### Port wiring, run 1

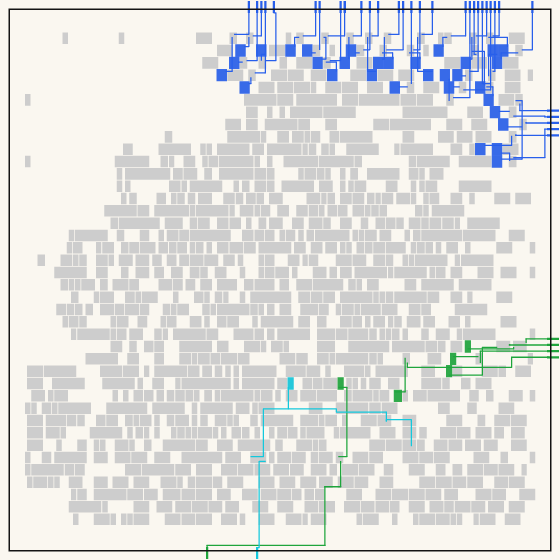
### Congestion heat map, run 1

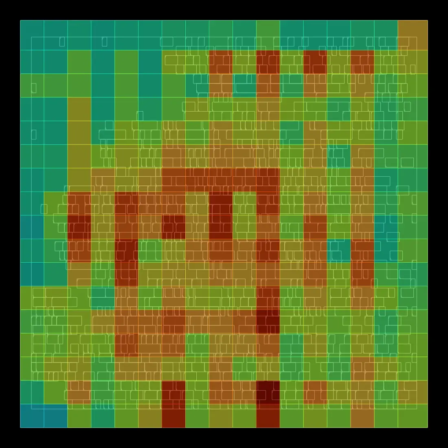
### Cells by drive strength, run 1

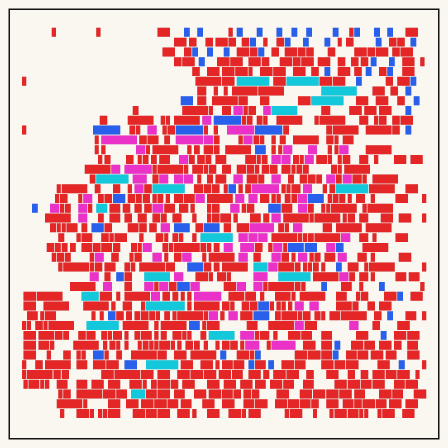
### Routed metal per tile, run 1

Bar = 20 um. 24 x 24 tiles, from dark purple (low) to yellow (high), scaled to the fullest tile. Values are wire area over tile area, all layers added.
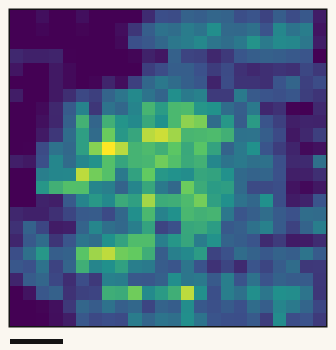
### config.mk
export PLATFORM = sky130hd
export DESIGN_NAME = mips_test_sequencer
export DESIGN_NICKNAME = d
export VERILOG_FILES = /design/src/rtl/mips_test_sequencer.sv
export SDC_FILE = /design/constraint.sdc
export NUM_CORES = 1
export LEC_CHECK = 0
export CORE_MARGIN = 3
export CORE_UTILIZATION = 38
export CTS_CLUSTER_SIZE = 16
export DETAILED_ROUTE_END_ITERATION = 10
export PLACE_DENSITY = 0.78
export SLEW_MARGIN = 20
export SYNTH_ARGS = -nofsm -noshare
export SYNTH_HDL_FRONTEND = slang
export SYNTH_SLANG_ARGS = --single-unit
### constraint.sdc
create_clock -name clk_in -period 3.52 [get_ports clk_in]
set_clock_uncertainty 0.2 [all_clocks]
set_input_delay 0.704 -clock clk_in [delete_from_list [all_inputs] [get_ports clk_in]]
set_output_delay 0.704 -clock clk_in [all_outputs]
set_load 0.01 [all_outputs]
### src/rtl/mips_test_sequencer.sv
// mips_test_sequencer
//
// Self-checking regression sequencer that sits beside the 5-stage MIPS core.
// For each of NUM_TESTS programs it clears the register file, copies the
// program from a program ROM into instruction memory, releases the core from
// reset, waits for HALTED (or a timeout) and then compares selected registers
// against an expected-value ROM.
//
// Ports
//   clk_in, reset        : clock and synchronous active-high reset
//   clk_locked           : clock wizard lock; losing it aborts a running sequence
//   start                : one-cycle pulse that begins a sequence (IDLE/DONE only)
//   cpu_halted           : HALTED flag from the core
//   cpu_reset            : reset to the core, low only while it runs or is checked
//   imem_we/addr/wdata   : instruction memory write port
//   rf_we/addr/wdata     : register file write port; rf_addr also drives the
//                          asynchronous read that returns rf_rdata
//   prog_rom_addr/data   : program ROM, data one cycle after address
//   chk_rom_addr/data    : expected ROM {valid, reg_idx[4:0], value}, one-cycle read
//   busy/done/pass       : sequence status
//   fail_mask/fail_count : per-test failure bits and saturating mismatch count
//   timeout_flag/aborted : any test hung / lock lost mid-sequence
//   cur_test, run_cycles : test index and RUN length of the most recent test
module mips_test_sequencer #(
    parameter int DATA_W     = 32,
    parameter int IMEM_AW    = 5,
    parameter int PROG_DEPTH = 8,
    parameter int NUM_TESTS  = 2,
    parameter int NUM_CHECKS = 6,
    parameter int TIMEOUT    = 1024,
    parameter int RST_CYCLES = 2,
    localparam int PA_W = (NUM_TESTS * PROG_DEPTH > 1) ? $clog2(NUM_TESTS * PROG_DEPTH) : 1,
    localparam int CA_W = (NUM_TESTS * NUM_CHECKS > 1) ? $clog2(NUM_TESTS * NUM_CHECKS) : 1,
    localparam int T_W  = (NUM_TESTS > 1) ? $clog2(NUM_TESTS) : 1
) (
    input  logic                 clk_in,
    input  logic                 reset,
    input  logic                 clk_locked,
    input  logic                 start,
    input  logic                 cpu_halted,
    output logic                 cpu_reset,
    output logic                 imem_we,
    output logic [IMEM_AW-1:0]   imem_addr,
    output logic [DATA_W-1:0]    imem_wdata,
    output logic                 rf_we,
    output logic [4:0]           rf_addr,
    output logic [DATA_W-1:0]    rf_wdata,
    input  logic [DATA_W-1:0]    rf_rdata,
    output logic [PA_W-1:0]      prog_rom_addr,
    input  logic [DATA_W-1:0]    prog_rom_data,
    output logic [CA_W-1:0]      chk_rom_addr,
    input  logic [DATA_W+5:0]    chk_rom_data,
    output logic                 busy,
    output logic                 done,
    output logic                 pass,
    output logic [NUM_TESTS-1:0] fail_mask,
    output logic [7:0]           fail_count,
    output logic                 timeout_flag,
    output logic                 aborted,
    output logic [T_W-1:0]       cur_test,
    output logic [15:0]          run_cycles
);

    localparam logic [2:0] S_IDLE    = 3'd0;
    localparam logic [2:0] S_CLR     = 3'd1;
    localparam logic [2:0] S_LOAD    = 3'd2;
    localparam logic [2:0] S_RELEASE = 3'd3;
    localparam logic [2:0] S_RUN     = 3'd4;
    localparam logic [2:0] S_CHECK   = 3'd5;
    localparam logic [2:0] S_NEXT    = 3'd6;
    localparam logic [2:0] S_DONE    = 3'd7;

    logic [2:0]           state_q, state_d;
    logic [31:0]          cnt_q, cnt_d;
    logic [T_W-1:0]       cur_test_q, cur_test_d;
    logic [NUM_TESTS-1:0] fail_mask_q, fail_mask_d;
    logic [7:0]           fail_count_q, fail_count_d;
    logic                 timeout_q, timeout_d;
    logic                 aborted_q, aborted_d;
    logic [15:0]          run_cycles_q, run_cycles_d;

    logic [31:0]          run_n;
    logic                 chk_valid;
    logic [4:0]           chk_idx;
    logic [DATA_W-1:0]    chk_val;

    assign chk_valid = chk_rom_data[DATA_W+5];
    assign chk_idx   = chk_rom_data[DATA_W+4:DATA_W];
    assign chk_val   = chk_rom_data[DATA_W-1:0];

    // RUN cycles elapsed including the current one
    assign run_n = cnt_q + 32'd1;

    assign busy      = (state_q != S_IDLE) && (state_q != S_DONE);
    assign done      = (state_q == S_DONE);
    assign pass      = (state_q == S_DONE) && (fail_mask_q == '0);
    // The core only leaves reset while running its program and while its
    // registers are being checked, so the write ports never race it.
    assign cpu_reset = !((state_q == S_RUN) || (state_q == S_CHECK));
    assign rf_wdata  = '0;

    assign fail_mask    = fail_mask_q;
    assign fail_count   = fail_count_q;
    assign timeout_flag = timeout_q;
    assign aborted      = aborted_q;
    assign cur_test     = cur_test_q;
    assign run_cycles   = run_cycles_q;

    always_comb begin
        state_d       = state_q;
        cnt_d         = cnt_q;
        cur_test_d    = cur_test_q;
        fail_mask_d   = fail_mask_q;
        fail_count_d  = fail_count_q;
        timeout_d     = timeout_q;
        aborted_d     = aborted_q;
        run_cycles_d  = run_cycles_q;
        imem_we       = 1'b0;
        imem_addr     = '0;
        imem_wdata    = '0;
        rf_we         = 1'b0;
        rf_addr       = '0;
        prog_rom_addr = '0;
        chk_rom_addr  = '0;

        case (state_q)
            S_IDLE, S_DONE: begin
                if (start && clk_locked) begin
                    state_d      = S_CLR;
                    cnt_d        = '0;
                    cur_test_d   = '0;
                    fail_mask_d  = '0;
                    fail_count_d = '0;
                    timeout_d    = 1'b0;
                    aborted_d    = 1'b0;
                end
            end
            S_CLR: begin
                rf_we   = 1'b1;
                rf_addr = cnt_q[4:0];
                if (cnt_q == 32'd31) begin
                    state_d = S_LOAD;
                    cnt_d   = '0;
                end else begin
                    cnt_d = cnt_q + 32'd1;
                end
            end
            S_LOAD: begin
                // Address issued at count k, ROM data written at count k+1.
                if (cnt_q < PROG_DEPTH) begin
                    prog_rom_addr = PA_W'(cur_test_q) * PA_W'(PROG_DEPTH) + PA_W'(cnt_q);
                end
                if (cnt_q != 32'd0) begin
                    imem_we    = 1'b1;
                    imem_addr  = IMEM_AW'(cnt_q - 32'd1);
                    imem_wdata = prog_rom_data;
                end
                if (cnt_q == PROG_DEPTH) begin
                    state_d = S_RELEASE;
                    cnt_d   = '0;
                end else begin
                    cnt_d = cnt_q + 32'd1;
                end
            end
            S_RELEASE: begin
                if (cnt_q >= RST_CYCLES - 1) begin
                    state_d = S_RUN;
                    cnt_d   = '0;
                end else begin
                    cnt_d = cnt_q + 32'd1;
                end
            end
            S_RUN: begin
                // A halt arriving on the timeout cycle still counts as a halt.
                if (cpu_halted) begin
                    run_cycles_d = (run_n > 32'd65535) ? 16'hFFFF : run_n[15:0];
                    state_d      = S_CHECK;
                    cnt_d        = '0;
                end else if (run_n >= TIMEOUT) begin
                    run_cycles_d            = (run_n > 32'd65535) ? 16'hFFFF : run_n[15:0];
                    timeout_d               = 1'b1;
                    fail_mask_d[cur_test_q] = 1'b1;
                    state_d                 = S_NEXT;
                    cnt_d                   = '0;
                end else begin
                    cnt_d = run_n;
                end
            end
            S_CHECK: begin
                if (cnt_q < NUM_CHECKS) begin
                    chk_rom_addr = CA_W'(cur_test_q) * CA_W'(NUM_CHECKS) + CA_W'(cnt_q);
                end
                if (cnt_q != 32'd0) begin
                    rf_addr = chk_idx;
                    if (chk_valid && (rf_rdata != chk_val)) begin
                        fail_mask_d[cur_test_q] = 1'b1;
                        if (fail_count_q != 8'hFF) begin
                            fail_count_d = fail_count_q + 8'd1;
                        end
                    end
                end
                if (cnt_q == NUM_CHECKS) begin
                    state_d = S_NEXT;
                    cnt_d   = '0;
                end else begin
                    cnt_d = cnt_q + 32'd1;
                end
            end
            S_NEXT: begin
                if (cur_test_q == T_W'(NUM_TESTS - 1)) begin
                    state_d = S_DONE;
                end else begin
                    cur_test_d = cur_test_q + T_W'(1);
                    state_d    = S_CLR;
                end
                cnt_d = '0;
            end
            default: begin
                state_d = S_IDLE;
            end
        endcase

        // Losing the clock lock mid-sequence abandons it entirely.
        if (busy && !clk_locked) begin
            state_d   = S_IDLE;
            aborted_d = 1'b1;
        end
    end

    always_ff @(posedge clk_in) begin
        if (reset) begin
            state_q      <= S_IDLE;
            cnt_q        <= '0;
            cur_test_q   <= '0;
            fail_mask_q  <= '0;
            fail_count_q <= '0;
            timeout_q    <= 1'b0;
            aborted_q    <= 1'b0;
            run_cycles_q <= '0;
        end else begin
            state_q      <= state_d;
            cnt_q        <= cnt_d;
            cur_test_q   <= cur_test_d;
            fail_mask_q  <= fail_mask_d;
            fail_count_q <= fail_count_d;
            timeout_q    <= timeout_d;
            aborted_q    <= aborted_d;
            run_cycles_q <= run_cycles_d;
        end
    end

endmodule

==> ci_impl_report.md, run 1 <==
### Yosys + OpenROAD results

| Metric | Value |
|---|---|
| Status | `finished, final reports clean` |
| Layout cells sized above 1 | `19.31%` |
| Post-synth seq share | `26.36%` |
| TritonRoute pass-1 iters | `5` |
| Comb area share | `44.32%` |
| Hold Path Cell Cnt | `2` |
| Setup WS pre-CTS | `-0.1342 ns` |
| Taps Inserted | `168` |
| Post-CTS setup buffer count | `1` |
| RSZ-0062 raised after global routing | `true` |
| Final period util | `99.62%` |
| Worst Hold End | `aborted` |
| Leak | `3.058 nW` |
| DR WL met2 | `8423 um` |
| Placed cells | `1,050` |
| Worst vdd ir | `0.2849 mV` |
| Stages on worst setup path | `9` |
| Die Y | `119.1 um` |
| Fill cell count | `1,133` |
| Diode count | `0` |
| Final cell count without fillers | `1,069` |
| Setup TNS Final | `0 ns` |
| Crit-path max FO | `8` |
| Largest area contributor in the synthesized netlist | `dfxtp_1` |
| Total power | `2.650 mW` |
| Fin crit period | `3.507 ns` |
| Cell Area, Synth | `4861 um2` |
| Final Setup Violations | `0` |
| Hpwl dp | `12,850 um` |
| Comb gates | `539` |
| Fmax | `285.2 MHz` |
| Hold_ws | `0.2731 ns` |
## Picture notes: 'Port wiring'
- blue: `imem_wdata` (direction output; edge 27 top, 5 right; end cells 32; wire 502 um)
- green: `imem_addr` (direction output; edge 4 right, 1 bottom; end cells 5; wire 176 um)
- cyan: `rf_we` (direction output; edge bottom; end cells 1; wire 80.6 um)
port bufs: 191
boundary pin count: 224

## Picture notes: 'Congestion heat map'
fin util: 61.17%
Global Route Usage Sum: 22.84%
met3 Track Usage GR: 5.223%
grt met1 use: 29.33%

## Picture notes: 'Cells by drive strength'
- blue: _2 cells (cells 72; most used clkbuf_2)
- magenta: _3 and _4 cells (cells 83; most used buf_4)
- cyan: _6 and larger (cells 19; most used clkbuf_16)
- red: _0 and _1 cells (cells 727; most used clkdlybuf4s50_1)

## Picture notes: 'Routed metal per tile'
- fullest tile: 0.60
- densest ninth of the die: middle
- emptiest ninth of the die: top left
- tiles over half the peak: 19%
Avg WL per Cell: 15.73 um
final WL: 16,820 um
DR vias: 5,425

==> run 2, diff against run 1 <==
--- a/config.mk
+++ b/config.mk
@@ -7,7 +7,6 @@
 export LEC_CHECK = 0
 export CORE_MARGIN = 3
 export CORE_UTILIZATION = 38
-export CTS_CLUSTER_SIZE = 16
 export DETAILED_ROUTE_END_ITERATION = 10
 export PLACE_DENSITY = 0.78
 export SLEW_MARGIN = 20
### Routed metal per tile, run 2

Bar = 20 um. 24 x 24 tiles, from dark purple (low) to yellow (high), scaled to the fullest tile. Values are wire area over tile area, all layers added.
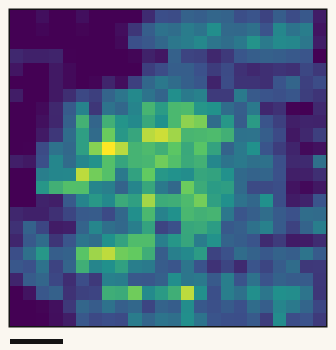
- mean over tiles: 0.19
- densest ninth of the die: middle
- nearly empty tiles: 12%
- emptiest ninth of the die: top left
- fullest tile: 0.60
- tiles over half the peak: 19%

### Cells by drive strength, run 2

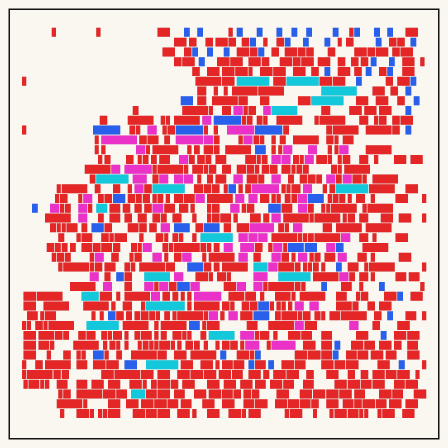
- magenta: _3 and _4 cells (cells 83; most used buf_4)
- red: _0 and _1 cells (cells 727; most used clkdlybuf4s50_1)
- cyan: _6 and larger (cells 19; most used clkbuf_16)
- blue: _2 cells (cells 72; most used clkbuf_2)
final setup margin: 0.01346 ns
Final Cell Area: 7501 um2
Repair and plain buffers: 263
Layout area overhead: 54.31%

### Port wiring, run 2

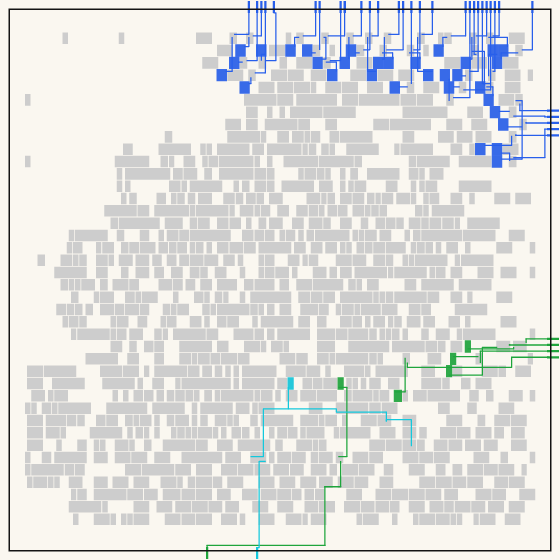
- blue: `imem_wdata` (direction output; edge 27 top, 5 right; end cells 32; wire 502 um)
- green: `imem_addr` (direction output; edge 4 right, 1 bottom; end cells 5; wire 176 um)
- cyan: `rf_we` (direction output; edge bottom; end cells 1; wire 80.6 um)

==> run 2 against run 1 <==
Sequential power is essentially flat. Die area is the same. Clock power is essentially flat. Cell area is the same. Flip-flop count is the same. Register-to-register slack is essentially flat. Global-route usage is the same. Routed wire length is the same. Cell count is the same. Core utilization is the same. Setup slack is the same. Critical path type unchanged.
==> ci_impl_report.md, run 2 <==
### Yosys + OpenROAD results

| Metric | Value |
|---|---|
| Cell Area, Synth | `4861 um2 (unchanged)` |
| Hpwl dp | `12,850 um (unchanged)` |
| Final cell count without fillers | `1,069 (unchanged)` |
| Global Route Usage Sum | `22.84% (unchanged)` |
| Total power | `2.650 mW (unchanged)` |
| M1 WL | `7144 um` |
| Hold_ws | `0.2731 ns (unchanged)` |
| Die Y | `119.1 um (unchanged)` |
| Comb gates | `539 (unchanged)` |
| Hold Path Cell Cnt | `2 (unchanged)` |
| Fin crit period | `3.507 ns (unchanged)` |
| Stages on worst setup path | `9 (unchanged)` |
| Boundary pin count | `224 (unchanged)` |
| Avg WL per Cell | `15.73 um (unchanged)` |
| Largest area contributor in the synthesized netlist | `dfxtp_1` |
| Worst Hold End | `aborted` |
| Post-synth seq share | `26.36% (unchanged)` |
| Port bufs | `191 (unchanged)` |
| Setup TNS Final | `0 ns (unchanged)` |
| Comb area share | `44.32% (unchanged)` |
| Final Setup Violations | `0 (unchanged)` |
| Met3 Track Usage GR | `5.223% (unchanged)` |
| Setup WS pre-CTS | `-0.1342 ns (unchanged)` |
| Layout cells sized above 1 | `19.31% (unchanged)` |
| Taps Inserted | `168 (unchanged)` |
| Fill cell count | `1,133 (unchanged)` |
| TritonRoute pass-1 iters | `5 (unchanged)` |
| Final WL | `16,820 um (unchanged)` |
| Grt met1 use | `29.33% (unchanged)` |
| Final period util | `99.62% (unchanged)` |
| DR WL met2 | `8423 um (unchanged)` |
| Post-CTS setup buffer count | `1 (unchanged)` |
| Fin util | `61.17% (unchanged)` |
| RSZ-0062 raised after global routing | `true` |
| Status | `finished, final reports clean` |
| CP Capture Point | `imem_wdata[26]` |
| DR vias | `5,425 (unchanged)` |
==> run 3, diff against run 2 <==
--- a/config.mk
+++ b/config.mk
@@ -9,6 +9,7 @@
 export CORE_UTILIZATION = 38
 export DETAILED_ROUTE_END_ITERATION = 10
 export PLACE_DENSITY = 0.78
+export RECOVER_POWER = 50
 export SLEW_MARGIN = 20
 export SYNTH_ARGS = -nofsm -noshare
 export SYNTH_HDL_FRONTEND = slang
### Congestion heat map, run 3

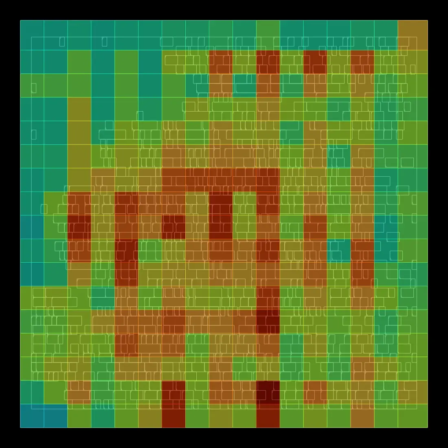
gr busiest metal: met2
Avg WL per Cell: 15.72 um

### Routed metal per tile, run 3

Bar = 20 um. 24 x 24 tiles, from dark purple (low) to yellow (high), scaled to the fullest tile. Values are wire area over tile area, all layers added.
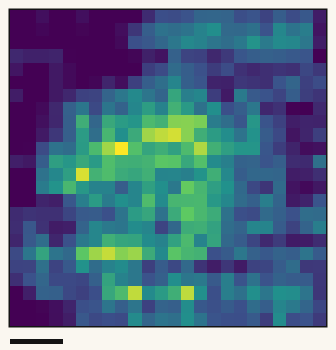
- nearly empty tiles: 12%
- fullest tile: 0.60
- mean over tiles: 0.19
- tiles over half the peak: 19%

==> run 3 against run 2 <==
Non-clock buffer count unchanged. Die area did not move. Power hardly changed. Routed wire length is essentially flat. Critical path type unchanged. Critical endpoint unchanged. Largest cell class unchanged. Highest routed layer unchanged.
==> ci_impl_report.md, run 3 <==
### Yosys + OpenROAD results

| Metric | Value |
|---|---|
| Fin util | `61.17% (unchanged)` |
| Die Y | `119.1 um (unchanged)` |
| Layout cells sized above 1 | `19.31% (unchanged)` |
| Status | `finished, final reports clean` |
| Layout area overhead | `54.31% (unchanged)` |
| DR WL met2 | `8384 um (-0.46%)` |
| DR vias | `5,463 (+0.70%)` |
| Total power | `2.648 mW (about the same)` |
| Hold_ws | `0.2672 ns (-0.005947 ns)` |
| CP Capture Point | `imem_wdata[26]` |
| Largest area contributor in the synthesized netlist | `dfxtp_1` |
| Final WL | `16,810 um (about the same)` |
| Worst Hold End | `aborted` |
| Met3 Track Usage GR | `5.223% (unchanged)` |
| Taps Inserted | `168 (unchanged)` |
| Cell Area, Synth | `4861 um2 (unchanged)` |
| Boundary pin count | `224 (unchanged)` |
| Fill cell count | `1,133 (unchanged)` |
| Final cell count without fillers | `1,069 (unchanged)` |
| Hold Path Cell Cnt | `2 (unchanged)` |
| RSZ-0062 raised after global routing | `true` |
| Post-CTS setup buffer count | `1 (unchanged)` |
| Comb gates | `539 (unchanged)` |
### Cells by drive strength, run 3

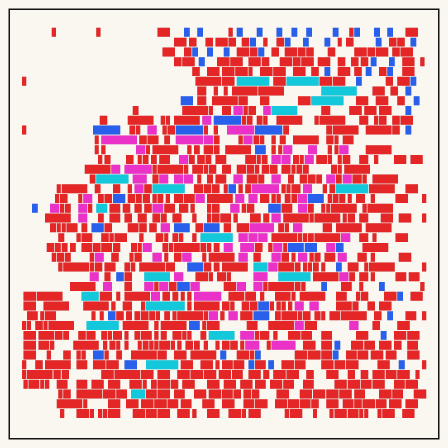
- cyan: _6 and larger (cells 19; most used clkbuf_16)
- red: _0 and _1 cells (cells 727; most used clkdlybuf4s50_1)
- blue: _2 cells (cells 72; most used clkbuf_2)
- magenta: _3 and _4 cells (cells 83; most used buf_4)
final setup margin: 0.02065 ns

Power figures rest on the tool's default switching activity, not on a simulated workload.
